### config.mk
export PLATFORM = sky130hd
export DESIGN_NAME = load_unit
export DESIGN_NICKNAME = d
export VERILOG_FILES = /design/src/rtl/load_unit.sv
export SDC_FILE = /design/constraint.sdc
export NUM_CORES = 1
export LEC_CHECK = 0
export ABC_CLOCK_PERIOD_IN_PS = 6400
export CORE_ASPECT_RATIO = 1.25
export CORE_MARGIN = 8
export CORE_UTILIZATION = 35
export DETAILED_ROUTE_END_ITERATION = 16
export PLACE_DENSITY = 0.73
export SYNTH_ARGS = -nofsm -noshare
export SYNTH_HDL_FRONTEND = slang
export SYNTH_SLANG_ARGS = --single-unit
### constraint.sdc
create_clock -name clk -period 6.4 [get_ports clk]
set_input_delay 0.96 -clock clk [delete_from_list [all_inputs] [get_ports clk]]
set_output_delay 0.96 -clock clk [all_outputs]
set_load 0.005 [all_outputs]
### src/rtl/load_unit.sv
// RV32I load unit: one outstanding load, word memory port with grant/rvalid, timeout and error responses.
// Optional LOAD_UNIT_MISALIGN_CHECK_EN turns misaligned LH/LHU/LW into error responses.
module load_unit #(
  parameter int MEM_AW  = 6,
  parameter int TIMEOUT = 15
) (
  input  logic              clk,
  input  logic              reset,
  input  logic              ld_valid,
  output logic              ld_ready,
  input  logic [31:0]       ld_addr,
  input  logic [2:0]        ld_funct3,
  input  logic [4:0]        ld_rd,
  output logic              mem_req,
  output logic [MEM_AW-1:0] mem_addr,
  input  logic              mem_gnt,
  input  logic              mem_rvalid,
  input  logic [31:0]       mem_rdata,
  output logic              wb_valid,
  input  logic              wb_ready,
  output logic [4:0]        wb_rd,
  output logic [31:0]       wb_data,
  output logic              wb_err,
  output logic [1:0]        dbg_state
);

  // Handshakes: a transfer happens on a rising clk edge where valid && ready
  // (ld_valid/ld_ready, mem_req/mem_gnt, wb_valid/wb_ready); the source holds
  // its payload stable while valid is high and ready is low.

  typedef enum logic [1:0] {IDLE = 2'd0, REQ = 2'd1, WAIT = 2'd2, RESP = 2'd3} state_t;

  state_t            state_q, state_d;
  logic [MEM_AW+1:0] addr_q;
  logic [2:0]        funct3_q;
  logic [4:0]        rd_q;
  logic [31:0]       data_q;
  logic              err_q;
  logic [7:0]        cnt_q;
  logic              bad_funct3, out_of_range, misalign, req_err, cnt_last;

  function automatic logic [31:0] fmt(input logic [31:0] w, input logic [1:0] a,
                                      input logic [2:0] f);
    logic [7:0]  b;
    logic [15:0] h;
    b = w[{a, 3'b000} +: 8];
    h = a[1] ? w[31:16] : w[15:0];
    case (f)
      3'b000:  fmt = {{24{b[7]}}, b};
      3'b100:  fmt = {24'd0, b};
      3'b001:  fmt = {{16{h[15]}}, h};
      3'b101:  fmt = {16'd0, h};
      default: fmt = w;
    endcase
  endfunction

  assign bad_funct3   = (ld_funct3 == 3'b011) || (ld_funct3 == 3'b110) || (ld_funct3 == 3'b111);
  assign out_of_range = (ld_addr[31:MEM_AW+2] != '0);
`ifdef LOAD_UNIT_MISALIGN_CHECK_EN
  assign misalign = (((ld_funct3 == 3'b001) || (ld_funct3 == 3'b101)) && ld_addr[0]) ||
                    ((ld_funct3 == 3'b010) && (ld_addr[1:0] != 2'b00));
`else
  assign misalign = 1'b0;
`endif
  assign req_err  = bad_funct3 || out_of_range || misalign;
  assign cnt_last = (cnt_q == 8'(TIMEOUT - 1));

  always_ff @(posedge clk or posedge reset) begin
    if (reset) state_q <= IDLE;
    else       state_q <= state_d;
  end

  // Timeout wins over a grant in the final REQ cycle so REQ+WAIT never exceeds
  // TIMEOUT cycles; data arriving in the final WAIT cycle is still accepted.
  always_comb begin
    state_d = state_q;
    case (state_q)
      IDLE: if (ld_valid) state_d = req_err ? RESP : REQ;
      REQ:  if (cnt_last) state_d = RESP;
            else if (mem_gnt) state_d = WAIT;
      WAIT: if (mem_rvalid || cnt_last) state_d = RESP;
      RESP: if (wb_ready) state_d = IDLE;
      default: state_d = IDLE;
    endcase
  end

  always_comb begin
    ld_ready  = (state_q == IDLE);
    mem_req   = (state_q == REQ);
    wb_valid  = (state_q == RESP);
    mem_addr  = addr_q[MEM_AW+1:2];
    wb_rd     = rd_q;
    wb_data   = data_q;
    wb_err    = err_q;
    dbg_state = state_q;
  end

  always_ff @(posedge clk or posedge reset) begin
    if (reset) begin
      addr_q   <= '0;
      funct3_q <= '0;
      rd_q     <= '0;
      data_q   <= '0;
      err_q    <= 1'b0;
      cnt_q    <= '0;
    end else begin
      case (state_q)
        IDLE: if (ld_valid) begin
          addr_q   <= ld_addr[MEM_AW+1:0];
          funct3_q <= ld_funct3;
          rd_q     <= ld_rd;
          data_q   <= '0;
          err_q    <= req_err;
          cnt_q    <= '0;
        end
        REQ: begin
          cnt_q <= cnt_q + 8'd1;
          if (cnt_last) begin
            err_q  <= 1'b1;
            data_q <= '0;
          end
        end
        WAIT: begin
          cnt_q <= cnt_q + 8'd1;
          if (mem_rvalid) begin
            data_q <= fmt(mem_rdata, addr_q[1:0], funct3_q);
            err_q  <= 1'b0;
          end else if (cnt_last) begin
            err_q  <= 1'b1;
            data_q <= '0;
          end
        end
        default: ;
      endcase
    end
  end

endmodule

### Clock wires, drivers and flops

Scale bar: 20 µm.
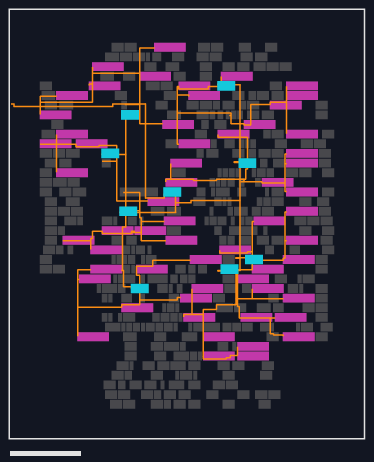
legend:
  orange:
    item: clock wires
    length: 872 µm
  magenta:
    item: flip-flops
    count: 59
  cyan:
    item: cells driving clock nets
    count: 9
routed clock nets: 10
Late-Pin Clk Latency: 0.34 ns
clock network power: 0.000342 W
clock share of power: 18.5%
Setup Skew: 0.0105 ns

==> ci_impl_report.md <==
### Flow metrics

| Metric | Value |
|---|---|
| Synth Register Bits | 59 |
| Pleak | 1.88 nW |
| Min-Delay Path Class | reg -> reg |
| FF-to-FF setup slack | 3.39 ns |
| Main area contributors | dfrtp_1 48%, mux2_2 6.6%, a221o_1 5.2% |
| FP Util | 35.6% |
| Total power | 0.00185 W |
| Hold WS | 0.487 ns |
| Inverter count | 10 |
| CP Launch Point | ld_valid |
| Leading cell kind | registers |
| Crit Path Class | in -> reg |
| Sequential area share after synthesis | 48.1% |
| Critical-path cell list | clkdlybuf4s50_1 > and2b_1 > nor4_4 > o2111a_1 > a221o_1 |
| TAP cells | 120 |
| Area leader, netlist | dfrtp_1 |
| TritonCTS clock tree | done |
| Count of library flops with an enable pin | 0 |
| Crit path largest cell delay | 0.76 ns |
| Residual DRC | 0 |
| Hold buffers post-CTS | 0 |
| 1st-pass router iterations | 4 |
| Slowest cell on the critical path | nor4_4 |
| Max-Cap Viols | 0 |
| Vias | 2682 |
| Worst EP arrival | 3.36 ns |
| Status | finished clean |
| Final Wtd Congestion | 0.857 |
| Initial antenna violation count | 0 |
| Peak supply drop | 0.000178 V |
| Critical path endpoint | wb_data[18] |
| Pre-CTS WS | 2.91 ns |
| DR iter-0 viols | 108 |
| Crit. path cell count | 5 |
| DP Area | 4370 µm² |
| Yosys Instances | 277 |
| Non-clk buf share | 27.9% |
| Final WS setup | 3.32 ns |
| H-tree Lvls | 3 |
| Die area | 12000 µm² |
| Flop area | 1480 µm² |
| Hold Path Sink | wb_data[2] |
| Most numerous logic cell after layout | clkdlybuf4s50_1 |
| Total congestion overflow | 0 |
| Clkbuf count | 11 |
| Layout clock area frac | 4.25% |
| Final Hold Fails | 0 |
| Power per cell area | 406 nW/µm² |
| Number of flip-flops in the largest register | 32 |
| Yosys warning count | 0 |
| Synth top cell by count | dfrtp_1 |
| Number of fill cells in the layout | 744 |
| Rows | 38 |
| Drt via density | 5.16 |
| Chip Height | 121 µm |
| Synth top area share | 48.1% |
| CP required | 6.68 ns |
| Clock transition at path regs | 0.07 ns |
| Sequential cell area share | 32.3% |
| Buf+Inv Stages, Crit Path | 1 |
| Logic share of the area | 31.4% |
| Final Slew Violations | 0 |
| Nets | 480 |
| Tool warnings | 31 |
| Routed WL per cell | 17.6 µm |
| Ports | 127 |
| Syn avg cell area | 11.1 µm² |
| Buffers on Ports | 126 |
| Reg2reg start | dbg_state[0] |
| Final instance area | 4570 µm² |
| Synth-to-Final Area Change | 48.9% |
| Multi-input gates | 187 |
| Primary FF master, synth | dfrtp_1 |
| Post-Syn Nets | 362 |
| DP HPWL | 7.03 mm |
| Ant diodes | 0 |
| Largest net degree at the start of global routing | 60 |
| Async set-reset flop share out of synthesis | 100% |
| Cell Type Count | 49 |
| CP delay by family, top | simple AND/OR/NAND/NOR gates |
| Mapped Area | 3070 µm² |
### Clock routing

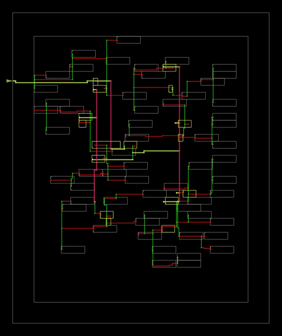
flop count: 59
TritonCTS Buffers: 9
# clock sinks: 59

-- cell families after synthesis --
kind of cell	share of synthesized area, %
AND/OR/NAND/NOR	14.2
AND-OR/OR-AND	19.5
flip-flops	48.1
buffers and inverters	5.18
multiplexers	9.30
adder cells (fa/ha/maj)	2.85
XOR/XNOR	0.857
-- per-layer routing --
metal | share of wire [%] | routed length [µm] | global-route usage, %
met2 | 52 | 4750 | 27.0
met1 | 40 | 3630 | 16.7
met5 | 0 | 0 | 0
met3 | 5.9 | 539 | 4.14
met4 | 2.3 | 208 | 6.74
-- power breakdown --
group / leakage [nW] / switching (W) / internal [W]
Clock: 0.0991 / 0.000153 / 0.000188
Combinational: 1.01 / 0.000402 / 0.000468
Sequential: 0.775 / 0.000135 / 0.000505
Power is estimated from default activity; no workload was simulated.
